==> src/rtl/mem_arbiter_pkg.sv <==
// -----------------------------------------------------------------------------
// mem_arbiter_pkg
//   Shared definitions for the two-client cache-line memory arbiter:
//   FSM state encoding, requester identifiers, default widths and the
//   round-robin grant helper.
// -----------------------------------------------------------------------------
package mem_arbiter_pkg;

  localparam int LINE_W_DEF = 128;
  localparam int ADDR_W_DEF = 32;

  typedef enum logic [1:0] {
    ST_IDLE     = 2'd0,
    ST_MEM_WAIT = 2'd1,
    ST_RESP     = 2'd2
  } arb_state_t;

  localparam logic OWNER_IC = 1'b0;
  localparam logic OWNER_DC = 1'b1;

  // Choose the winner among the pending requesters. On a tie the requester
  // that did not win last time gets the grant, so neither side can starve.
  function automatic logic pick_owner(input logic ic_pending,
                                      input logic dc_pending,
                                      input logic last_owner);
    logic win;
    if (ic_pending && dc_pending) begin
      win = ~last_owner;
    end else if (dc_pending) begin
      win = OWNER_DC;
    end else begin
      win = OWNER_IC;
    end
    return win;
  endfunction

endpackage

==> src/rtl/mem_arbiter.sv <==
// -----------------------------------------------------------------------------
// mem_arbiter
//   Arbitrates line-fill requests from an icache and fill/eviction requests
//   from a dcache onto a single main-memory port. One transaction is in
//   flight at a time: IDLE picks a requester and latches its command,
//   MEM_WAIT holds the command on the memory port until mem_ready, RESP
//   pulses the owner's ack for one cycle.
//
// Ports
//   clk, reset            : clock (rising edge), asynchronous active-high reset
//   ic_req, ic_addr       : icache line-fill request / line address
//   ic_ack, ic_rdata      : icache completion pulse / fill data (held)
//   dc_req, dc_we,
//   dc_addr, dc_wdata     : dcache fill (we=0) or dirty eviction (we=1)
//   dc_ack, dc_rdata      : dcache completion pulse / fill data (held)
//   mem_req, mem_we,
//   mem_addr, mem_wdata   : main-memory command, held until mem_ready
//   mem_ready, mem_rdata  : memory completion pulse / read data
//   busy                  : a transaction is in progress (state != IDLE)
//   owner                 : current or most recent grant (0=icache, 1=dcache)
// -----------------------------------------------------------------------------
module mem_arbiter
  import mem_arbiter_pkg::*;
#(
  parameter int LINE_W = LINE_W_DEF,
  parameter int ADDR_W = ADDR_W_DEF
) (
  input  logic              clk,
  input  logic              reset,

  input  logic              ic_req,
  input  logic [ADDR_W-1:0] ic_addr,
  output logic              ic_ack,
  output logic [LINE_W-1:0] ic_rdata,

  input  logic              dc_req,
  input  logic              dc_we,
  input  logic [ADDR_W-1:0] dc_addr,
  input  logic [LINE_W-1:0] dc_wdata,
  output logic              dc_ack,
  output logic [LINE_W-1:0] dc_rdata,

  output logic              mem_req,
  output logic              mem_we,
  output logic [ADDR_W-1:0] mem_addr,
  output logic [LINE_W-1:0] mem_wdata,
  input  logic              mem_ready,
  input  logic [LINE_W-1:0] mem_rdata,

  output logic              busy,
  output logic              owner
);

  arb_state_t state;
  logic       grant;

  // The owner register doubles as the round-robin history: it keeps the
  // last grant after the transaction finishes and resets to the icache,
  // so the first tie after reset goes to the dcache.
  assign grant = pick_owner(ic_req, dc_req, owner);

  always_ff @(posedge clk or posedge reset) begin
    if (reset) begin
      state     <= ST_IDLE;
      mem_req   <= 1'b0;
      mem_we    <= 1'b0;
      mem_addr  <= '0;
      mem_wdata <= '0;
      ic_ack    <= 1'b0;
      dc_ack    <= 1'b0;
      ic_rdata  <= '0;
      dc_rdata  <= '0;
      busy      <= 1'b0;
      owner     <= OWNER_IC;
    end else begin
      unique case (state)
        // IDLE: grant and latch the winning command
        ST_IDLE: begin
          ic_ack <= 1'b0;
          dc_ack <= 1'b0;
          if (ic_req || dc_req) begin
            owner   <= grant;
            mem_req <= 1'b1;
            busy    <= 1'b1;
            state   <= ST_MEM_WAIT;
            if (grant == OWNER_DC) begin
              mem_addr  <= dc_addr;
              mem_we    <= dc_we;
              mem_wdata <= dc_wdata;
            end else begin
              // The icache only ever reads.
              mem_addr  <= ic_addr;
              mem_we    <= 1'b0;
              mem_wdata <= '0;
            end
          end
        end

        // MEM_WAIT: command held on the memory port until mem_ready
        ST_MEM_WAIT: begin
          if (mem_ready) begin
            mem_req <= 1'b0;
            state   <= ST_RESP;
            if (owner == OWNER_DC) begin
              dc_ack <= 1'b1;
              // Evictions leave the previous fill data in place.
              if (!mem_we) begin
                dc_rdata <= mem_rdata;
              end
            end else begin
              ic_ack   <= 1'b1;
              ic_rdata <= mem_rdata;
            end
          end
        end

        // RESP: the ack raised on entry lasts exactly this one cycle
        ST_RESP: begin
          ic_ack <= 1'b0;
          dc_ack <= 1'b0;
          busy   <= 1'b0;
          state  <= ST_IDLE;
        end

        default: begin
          ic_ack  <= 1'b0;
          dc_ack  <= 1'b0;
          mem_req <= 1'b0;
          busy    <= 1'b0;
          state   <= ST_IDLE;
        end
      endcase
    end
  end

endmodule

==> config.mk <==
export PLATFORM = sky130hd
export DESIGN_NAME = mem_arbiter
export DESIGN_NICKNAME = d
export VERILOG_FILES = /design/src/rtl/mem_arbiter_pkg.sv /design/src/rtl/mem_arbiter.sv
export SDC_FILE = /design/constraint.sdc
export NUM_CORES = 1
export LEC_CHECK = 0
export ABC_CLOCK_PERIOD_IN_PS = 15650
export CORE_AREA = 2 2 291 293
export DETAILED_ROUTE_END_ITERATION = 8
export DIE_AREA = 0 0 293 295
export SYNTH_ARGS = -nofsm -noshare
export SYNTH_HDL_FRONTEND = slang
export SYNTH_SLANG_ARGS = --single-unit
==> constraint.sdc <==
create_clock -name clk -period 15.65 [get_ports clk]
set_clock_uncertainty 0.2 [all_clocks]
set_input_delay 3.13 -clock clk [delete_from_list [all_inputs] [get_ports clk]]
set_output_delay 3.13 -clock clk [all_outputs]
set_load 0.1 [all_outputs]
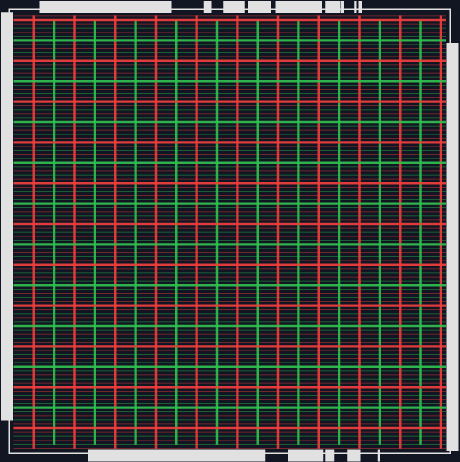
*Supply network, run 1*
(1.5 px per um) Pins as bars on the die edge.
legend:
  VSS:
    color: red
  VDD:
    color: green
signal pins: 748
rows: 106
met5 straps: 21
met4 straps: 21

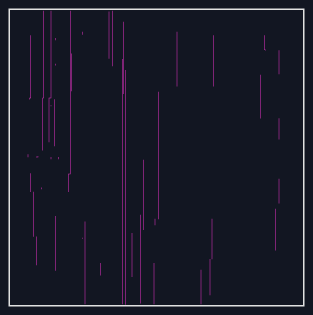
*Metal 4, run 1*
(1 px per um)
main direction: vertical
nets with wire on the layer: 25

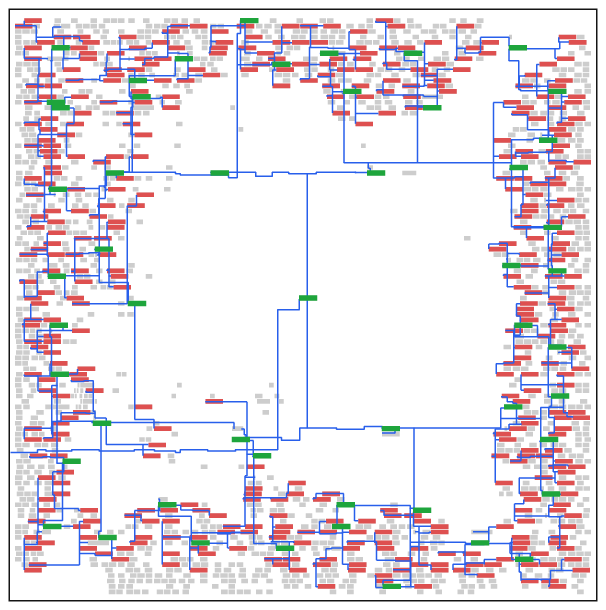
*Clock distribution, run 1*
(2 px per um)
legend:
  clock wires:
    color: blue
    length: 6270 um
  flip-flops:
    color: red
    count: 424
  clock drivers:
    color: green
    count: 51
flops lie: spread over the die
routed clock nets: 52

==> CHANGELOG.md, run 1 <==
### Changed

* Die Ht at 295 um
* Post-synth EDFFs at 0
* Combinational Area at around 5000 um^2
* Most instantiated cells after synthesis: 424 x dfrtp_1, 210 x mux2_2, 129 x a22o_1, 110 x mux2_1, 24 x buf_4
* Crit Reg-Reg Endpoint: mem_wdata[76]
* DRT Pass-1 Iters at 4
* Combinational share of cell area at 18.6%
* Status: finished, final reports clean
* Synth Cell Area at 16000 um^2
* Crit path launch type: input port
* Ys async rst share at 100%
* CP max FO at 100
* CTS tree: done
* Tap Count at between 1000 and 1500
* Antenna diodes at 2
* Most frequent CP cell: buf_4
* Critical path depth at 5
* Top cell type's share of synthesized area at 66.2%
* CLK BUF at 75
* Clock buf/inv share at 6.65%
* Register area at 10600 um^2
* Pre-Place Util at 19.3%
* Top Ports at 748
run 1: cell families after synthesis:
group	count (synthesis)	synth area share, %
AND-OR/OR-AND	137	7.35
buffers and inverters	68	3.56
flip-flops	424	66.2
multiplexers	320	22.5
AND/OR/NAND/NOR	9	0.460
run 1: layout by cell type (no fill, tap or decap), drive strengths merged:
cell,Yosys,final
nor3,1,1
nor3b,1,1
a21o,1,1
nand3b,1,1
nor2,3,3
inv,4,7
diode,0,2
buf,56,18
a22o,129,129
mux2,320,320
nand2,2,2
a21oi,1,1
a21bo,1,1
nand2b,1,1
clkinvlp,0,4
clkinv,0,7
dfrtp,424,424
clkbuf,8,75
o21ai,4,4
o22ai,1,1
clkdlybuf4s50,0,744
bufinv,0,5
run 1: worst max path at each step:
| stage | startpoint | to | slack [ps] |
|---|---|---|---|
| CTS | owner | owner | 9770 |
| finish | ic_req | mem_wdata[76] | 9820 |
| detailed placement | ic_req | mem_wdata[79] | 9200 |
| floorplan | reset | busy | 520 |
| global placement | ic_req | mem_wdata[81] | 9280 |
| global route | ic_req | mem_wdata[79] | 9670 |
run 1: worst register-to-register path: stages, from the launching register on:
cell and delay [ps]:
dfrtp_1 490, nor2_1 120, o21ai_4 290, buf_4 600
buf_4 900, a22o_1 380
run 1: state kept, by name, indices dropped and copies added (netlist names):
| signal | count |
|---|---|
| dc_ack | 1 |
| ic_rdata | 128 |
| mem_we | 1 |
| ic_ack | 1 |
| busy | 1 |
| owner | 1 |
| dc_rdata | 128 |
| mem_addr | 32 |
| mem_req | 1 |
| state | 2 |
| mem_wdata | 128 |
### Routing congestion, run 1

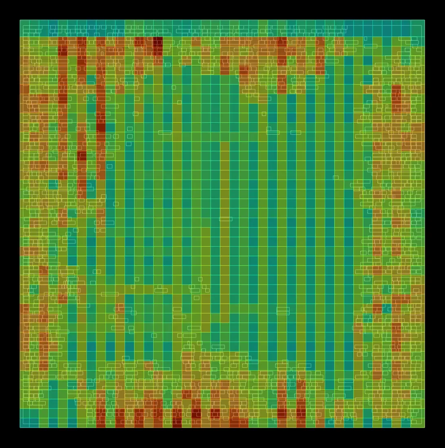

--- run 2 (diff from run 1) ---
Settings changed: ABC_CLOCK_PERIOD_IN_PS 15650 to 5700.
Clock period 15.65 ns to 5.7 ns, I/O delays scaled along.
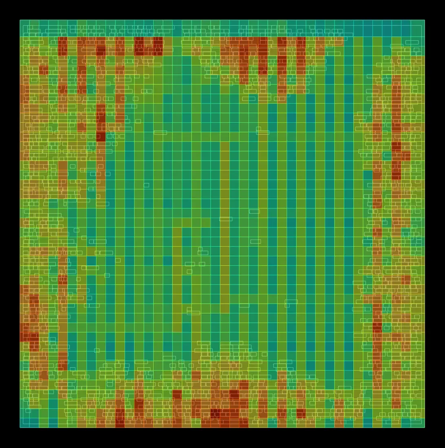
*Routing congestion, run 2*
DR WL/cell: 19.7 um
Final Core Density: 31.5%

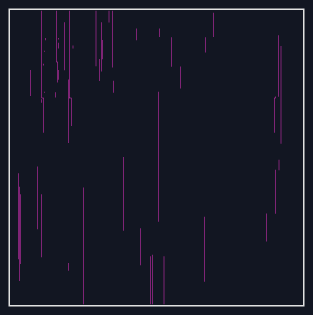
*Metal 4, run 2*
(1 px per um)
main direction: vertical
longest straight run: 130 um
wire length on this layer: 2040 um
nets with wire on the layer: 29
share of all routed wire: 3.7%

==> run 2 against run 1 <==
Final cell count hardly changed. Non-clock buffer count is 8 higher. First-iteration DRC count is 3.3% lower. Critical endpoint is now owner. Largest cell class unchanged. Highest routed layer unchanged.
==> CHANGELOG.md, run 2 <==
### Changed

* Status: finished, final reports clean
* Top Ports at 748
* Register area at 10600 um^2
* CTS tree: done
* Most numerous logic cell after layout: clkdlybuf4s50_1
* Beginning of the critical path: owner
* Crit Reg-Reg Endpoint: ic_rdata[57]
* CP max FO at 7
* Critical path depth at 1
* Combinational Area at approximately 5000 um^2
* Dominant logic cell types in the final layout: 746 x clkdlybuf4s50_1, 424 x dfrtp_1, 210 x mux2_2
* Die Ht at just under 300 um
* Most instantiated cells after synthesis: 424 x dfrtp_1, 210 x mux2_2, 129 x a22o_1, 110 x mux2_1, 24 x buf_4
* Crit path launch type: register
* Setup crit end: owner
* Synth Cell Area at 16000 um^2
* Pre-Place Util at 19.3%
* Post-synth EDFFs at 0
* Ys async rst share at 100%
[run 2: cells by family (layout without fill, tap and decap cells)]
group / count (synthesis) / in the layout / synth area share (%)
AOI/OAI and AO/OA: 137 / 137 / 7.35
buffers and inverters: 68 / 861 / 3.56
DFF: 424 / 424 / 66.2
muxes: 320 / 320 / 22.5
other: 0 / 3 / 0
and+or+nand+nor: 9 / 9 / 0.460
[run 2: area by class of cell]
class / instances / share of cell area [%]
flip-flops and latches: 424 / 40.5
clock inverters: 20 / 0.946
clock buffers: 67 / 5.12
inverters: 4 / 0.0717
well taps: 1080 / 5.16
diodes: 3 / 0.0287
repair buffers: 770 / 29.5
multi-input cells: 466 / 18.6
[run 2: per-layer routing]
| metal | share of wire, % | vias to the layer above | wire length (um) |
|---|---|---|---|
| met5 | 0.20 | - | 111 |
| met2 | 51 | 504 | 28500 |
| met3 | 9.4 | 106 | 5210 |
| met4 | 3.7 | 16 | 2040 |
| li1 | - | 5031 | - |
| met1 | 36 | 5643 | 19800 |
[run 2: through the flow]
stage                     cells  worst slack, ps  cell area, um^2  utilization [%]  TNS (ps)
after floorplan             958            -1360            16000                -   -577260
after global placement     2744             1910            24600             29.6         0
after detailed placement   2744             1880            24600             29.6         0
after CTS                  2831             1670            26200             31.5         0
after global routing       2831             1690            26200             31.5         0
final                      2834             1850            26200             31.5         0
